<file path="src/rtl/layer_feeder.sv">
// layer_feeder
//   Feeds one fully-parallel node. A serial activation stream is collected into
//   NUM_IN shadow slots. When the last slot of a frame arrives, all slots are
//   copied at once onto the packed operand bus, so the node never sees a partial
//   frame. The feeder then waits out the node latency, captures the node result
//   and returns it on a valid/ready stream. The next frame is accepted only after
//   that result has been taken.
//
//   Optional macro: FEEDER_SIGNEXT_EN
//     defined   -> activations are sign-extended to AW bits in each slot
//     undefined -> activations are zero-extended (default)
//
// Ports
//   clk      in   1          clock, all logic on posedge
//   reset    in   1          synchronous, active-low
//   s_data   in   DW         incoming activation
//   s_valid  in   1          s_data valid
//   s_ready  out  1          feeder accepts s_data (FILL only)
//   a_bus    out  NUM_IN*AW  node operands, slot k = a_bus[k*AW +: AW]
//   n_in     in   AW         node result (low DW bits used)
//   m_data   out  DW         captured node result
//   m_valid  out  1          m_data valid
//   m_ready  in   1          downstream accepts m_data
module layer_feeder #(
   parameter int NUM_IN  = 15,
   parameter int DW      = 8,
   parameter int AW      = 24,
   parameter int LATENCY = 3
) (
   input  logic                 clk,
   input  logic                 reset,
   input  logic [DW-1:0]        s_data,
   input  logic                 s_valid,
   output logic                 s_ready,
   output logic [NUM_IN*AW-1:0] a_bus,
   input  logic [AW-1:0]        n_in,
   output logic [DW-1:0]        m_data,
   output logic                 m_valid,
   input  logic                 m_ready
);

   localparam int CW = (NUM_IN > 1) ? $clog2(NUM_IN) : 1;
   localparam int LW = (LATENCY > 1) ? $clog2(LATENCY) : 1;

   typedef enum logic [1:0] {FILL, HOLD, RESULT} state_t;

   state_t          state, state_nxt;
   logic [CW-1:0]   cnt;
   logic [LW-1:0]   lat;
   logic [AW-1:0]   shadow [NUM_IN];
   logic            accept;
   logic            last_word;
   logic            lat_done;
   logic            take;
   logic            n_in_unused;

   // Activation to slot-width conversion.
   function automatic logic [AW-1:0] extend(input logic [DW-1:0] d);
`ifdef FEEDER_SIGNEXT_EN
      return {{(AW-DW){d[DW-1]}}, d};
`else
      return {{(AW-DW){1'b0}}, d};
`endif
   endfunction

   // Only the low DW bits of the node result are returned.
   assign n_in_unused = ^n_in[AW-1:DW];

   assign accept    = s_valid && s_ready && (state == FILL);
   assign last_word = (cnt == CW'(NUM_IN - 1));
   assign lat_done  = (lat == LW'(LATENCY - 1));
   assign take      = (state == RESULT) && m_valid && m_ready;

   always_ff @(posedge clk) begin
      if (!reset) state <= FILL;
      else        state <= state_nxt;
   end

   always_comb begin
      state_nxt = state;
      case (state)
         FILL:    if (accept && last_word) state_nxt = HOLD;
         HOLD:    if (lat_done)            state_nxt = RESULT;
         RESULT:  if (take)                state_nxt = FILL;
         default:                          state_nxt = FILL;
      endcase
   end

   always_ff @(posedge clk) begin
      if (!reset) begin
         cnt     <= '0;
         lat     <= '0;
         s_ready <= 1'b0;
         m_valid <= 1'b0;
         m_data  <= '0;
         a_bus   <= '0;
         for (int k = 0; k < NUM_IN; k++) shadow[k] <= '0;
      end else begin
         // s_ready is registered from the next state, so it drops on the edge
         // that completes a frame and rises the cycle after a result is taken.
         s_ready <= (state_nxt == FILL);

         if (accept) begin
            shadow[cnt] <= extend(s_data);
            if (last_word) begin
               // The final word bypasses the shadow so the whole frame lands
               // on a_bus in a single edge.
               for (int k = 0; k < NUM_IN; k++) begin
                  if (k == NUM_IN - 1) a_bus[k*AW +: AW] <= extend(s_data);
                  else                 a_bus[k*AW +: AW] <= shadow[k];
               end
               cnt <= '0;
               lat <= '0;
            end else begin
               cnt <= cnt + 1'b1;
            end
         end

         // n_in is sampled exactly LATENCY edges after a_bus changed.
         if (state == HOLD) begin
            if (lat_done) begin
               m_data  <= n_in[DW-1:0];
               m_valid <= 1'b1;
            end else begin
               lat <= lat + 1'b1;
            end
         end

         if (take) m_valid <= 1'b0;
      end
   end

endmodule

</file>
<file path="config.mk">
export PLATFORM = sky130hd
export DESIGN_NAME = layer_feeder
export DESIGN_NICKNAME = d
export VERILOG_FILES = /design/src/rtl/layer_feeder.sv
export SDC_FILE = /design/constraint.sdc
export NUM_CORES = 1
export LEC_CHECK = 0
export CAP_MARGIN = 0
export CORE_MARGIN = 3
export CORE_UTILIZATION = 49
export CTS_CLUSTER_SIZE = 14
export DETAILED_ROUTE_END_ITERATION = 10
export PLACE_DENSITY = 0.92
export SLEW_MARGIN = 10
export SYNTH_ARGS = -nofsm -noshare
export SYNTH_HDL_FRONTEND = slang
export SYNTH_SLANG_ARGS = --single-unit
</file>
<file path="constraint.sdc">
create_clock -name clk -period 6.16 [get_ports clk]
set_input_delay 0.924 -clock clk [delete_from_list [all_inputs] [get_ports clk]]
set_output_delay 0.924 -clock clk [all_outputs]
set_load 0.05 [all_outputs]
</file>
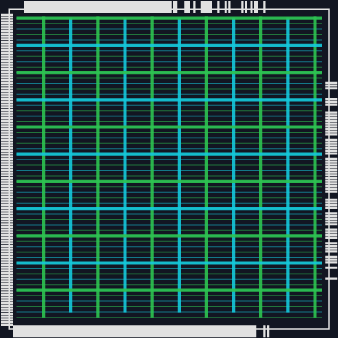
Fig. 1. Supply network.
Drawn at 2 px/um. Pins as bars on the die edge.
[VDD] cyan
[VSS] green
signal pins: 406
met5 straps: 11
met4 straps: 11
met1 rails: 56
core region area: 22850 um2
Die X-Extent: 159.1 um
vertical extent of the die: 159.1 um
largest voltage drop on the vdd net: 0.0001797 V

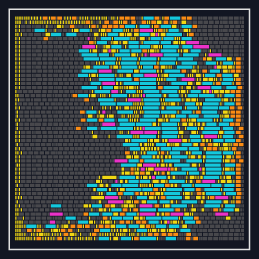
Fig. 2. Placement by cell class.
Drawn at 1.5 px/um. Fill, decap, tap and diode cells in grey.
[clock drivers and dummy loads] magenta | cells: 46
[combinational and other logic] yellow | cells: 815
[flops] cyan | cells: 250
[other buffers and delay cells] orange | cells: 157
share of the core filled with cells in the final layout: 57.27%
Cell Rows: 55
Non-Filler Cell Area, Final: 13080 um2
fraction of area in registers: 46.82%

==> results.txt <==
Implementation results. Wire length on met1 landed at 9.237 mm. Sequential cell area fraction in the yosys report landed at 53.31%. Max-cap violations in this run came to 0.

Tally of clock buffers in the finished layout landed at 35. Share of the core filled by cells before placement landed at 50.30%. Number of cells upsized or downsized after cts landed at 0. The analysis attributes to cell leakage a power of 0.004932 uW.

The worst path meets setup with ~2.5 ns of slack. Across the whole layout, multi-input logic makes up 31.82% of the cell area. Mean area per synthesized cell landed at just over 10 um2. By area, sequential cells come first. Per the layout area report, the register area comes to 6126 um2.

Post-synthesis, Yosys gives the total cell area as 11490 um2. Post-detailed-placement half-perimeter wirelength landed at roughly 18 mm. For reference, the top logic cell family by area is buffers and inverters.

Tap cell count landed at about 310. Setup repair after global routing left no endpoint under its margin. Worst-case headroom to the max-slew limit landed at 16.89%. The critical path's slowest stage uses the library cell sky130_fd_sc_hd__buf_4. Inverter count of the layout excluding clock inverters landed at 3.

Number of warnings in the stage logs landed at between 40 and 50. The layout has 1783 filler cells. The worst setup path is launched from an input pin. Checking hold timing, the worst path is listed with class flop to flop. The via count of the first global-routing pass is 7187. Post-detailed-routing wire length landed at 26.15 mm.

Quantity of hold-fixing buffers added after cts landed at 0. Per the TritonCTS log, the buffer count is 25. The largest single stage delay on the critical path is just under 0.9 ns. In the final layout, the multi-input gates occupy 4163 um2.

Fraction of area in clock buffers and inverters landed at 6.417%. Count of port buffers added during placement landed at between 100 and 150. Multiplexer share of the synthesized area landed at between 10% and 20%. After synthesis the netlist holds a flip-flop and latch count of 250. Insertion delay at the late pin of the worst-skew pair landed at roughly 0.52 ns. Total number of multi-input combinational cells landed at 812. Number of sinks handled by clock tree synthesis landed at 250.

The most numerous cell type found on the critical path is sky130_fd_sc_hd__buf_4. In this run, synthesis inferred 112 flip-flops with an integrated enable. After synthesis, the netlist uses 35 different library cells. STA on the placed design reports a worst setup slack of 2.041 ns. Per the CTS log, the maximum H-tree level is 1. Summed over all nets, wire length on met2 after detailed routing comes to between 10 and 15 mm. Combinational group share of total power landed at between 10% and 20%. Relative contribution of sequential cells to total power landed at 47.2%.

The critical path in this run is classified as input pin to flop. Critical path required time landed at 6.24 ns. Based on the critical path, the design can be clocked at up to 274.1 MHz. Counting pins that exceed their max-slew limit in the final report gives 0. For this block, the via count after detailed routing is 7583. Slew of the pin with the lowest slew margin landed at approximately 1.2 ns. Final weighted congestion in routability-driven placement landed at 0.8468. After layout, the minimum clock period comes to roughly 3.6 ns. Met1 demand-to-capacity share in global routing landed at 22.65%.

0 antenna diodes ended up in the layout. Number of nets still failing antenna checks after routing landed at 0. The tree is rooted in a sky130_fd_sc_hd__clkbuf_16. Adder-cell area share of the yosys netlist landed at 0%. The number of antenna violations at the first check in global routing came to 0. TritonCTS built the clock tree. 406 I/O pins were placed. Per the synth stats, the flop cell with the highest instance count is sky130_fd_sc_hd__dfxtp_1. Number of optimization iterations in the first detailed-route pass landed at 6. After routing, the total negative slack on setup checks comes to 0 ns. Routed wire length per instance landed at 16.54 um.

For this design, Yosys synthesis ends with a cell count of 1129. Net count reported at finish landed at between 1000 and 1500. Switching power share of the total landed at roughly 28%. The flow reported a cell area power density of 286.5 nW/um2.

The layout has 157 buffers outside the clock class. Count of warnings emitted by yosys landed at 0. Per STA, the worst path is made up of buf_6, buf_4, buf_4, o21ai_0. The flow ran to the end, and the final reports show no timing, DRC or antenna violations. The synthesized netlist devotes 1.601% of its cell area to compound gates. Largest clock skew in the final design landed at 0.01046 ns.

Count of final setup violators landed at 0. Clock power share landed at 41.3%.
[per-stage QoR]
step	total power, uW	cells	hold WS [ns]	area, um2
3_3_place_gp	2221	1535	0.4431	12240
5_1_grt	3843	1581	0.4741	13080
4_1_cts	3752	1581	0.4566	13080
6_report	3748	1581	0.4526	13080
2_1_floorplan	2300	1368	0.4825	12390
3_5_place_dp	2226	1535	0.4465	12240
[cells in the final DEF, fill, tap and decap left out, drive strengths merged]
cell | synthesis | layout
a311oi | 1 | 1
clkbuf | 35 | 35
or2 | 1 | 1
clkinv | 0 | 4
a311o | 1 | 1
and3 | 24 | 24
nand3 | 2 | 2
nand2b | 4 | 4
clkinvlp | 0 | 2
bufinv | 0 | 3
or4 | 4 | 4
edfxtp | 112 | 112
a2111oi | 1 | 1
o22ai | 1 | 1
nor2 | 75 | 75
o211ai | 1 | 1
dfxtp | 138 | 138
and2 | 24 | 24
buf | 268 | 9
conb | 1 | 240
nor4 | 3 | 3
nor2b | 4 | 4
nor3 | 2 | 2
clkdlybuf4s50 | 0 | 148
nand2 | 264 | 264
inv | 3 | 5
a211o | 1 | 1
mux2i | 128 | 128
or3 | 2 | 2
o32ai | 1 | 1
a21oi | 6 | 6
nand4bb | 1 | 1
nor4bb | 2 | 2
o21ai | 19 | 19
[synthesized netlist by cell type (3+ instances only)]
library cell	count	share of area, %
sky130_fd_sc_hd__or4_1	3	0.20
sky130_fd_sc_hd__a21oi_1	6	0.26
sky130_fd_sc_hd__dfxtp_1	138	24
sky130_fd_sc_hd__clkbuf_1	35	1.1
sky130_fd_sc_hd__nor2b_1	4	0.22
sky130_fd_sc_hd__buf_4	247	16
sky130_fd_sc_hd__and3_1	24	1.3
sky130_fd_sc_hd__nand2b_1	4	0.22
sky130_fd_sc_hd__o21ai_0	19	0.83
sky130_fd_sc_hd__edfxtp_1	112	29
sky130_fd_sc_hd__inv_1	3	0.098
sky130_fd_sc_hd__buf_6	3	0.29
sky130_fd_sc_hd__nand2_1	264	8.6
sky130_fd_sc_hd__nor2_1	75	2.4
sky130_fd_sc_hd__and2_1	24	1.3
sky130_fd_sc_hd__buf_2	17	0.74
sky130_fd_sc_hd__mux2i_1	128	11
[sequential cells by signal (all words and copies together) (netlist names), named ones only]
signal	cells
a_bus	120
state	2
cnt	4
shadow	112
s_ready	1
m_valid	1
m_data	8
lat	1
[worst paths after layout]
check	from	end	slack, ns	cells past startpoint
worst min-delay path	a_bus[2]$_SDFFE_PN0P_	a_bus[2]$_SDFFE_PN0P_	0.45	2
worst max-delay path	reset	shadow[5][7]$_SDFFCE_PN0P_	2.51	4
worst max register to register	state[0]$_SDFF_PN0_	shadow[5][7]$_SDFFCE_PN0P_	3.08	3
worst min register to register	a_bus[2]$_SDFFE_PN0P_	a_bus[2]$_SDFFE_PN0P_	0.45	2
[worst max-delay path: cells and delay by family]
| kind | cells | cell delay (ns) |
|---|---|---|
| buf+inv | 3 | 1.94 |
| compound gates | 1 | 0.72 |
[power by group through the flow]
stage          combinational, uW  clock, uW  sequential, uW
6_report                     428       1550            1770
5_1_grt                      443       1630            1770
4_1_cts                      421       1560            1770
3_5_place_dp                 420          0            1810
3_3_place_gp                 416          0            1810
2_1_floorplan                500          0            1800
Power and IR drop assume default switching activity.
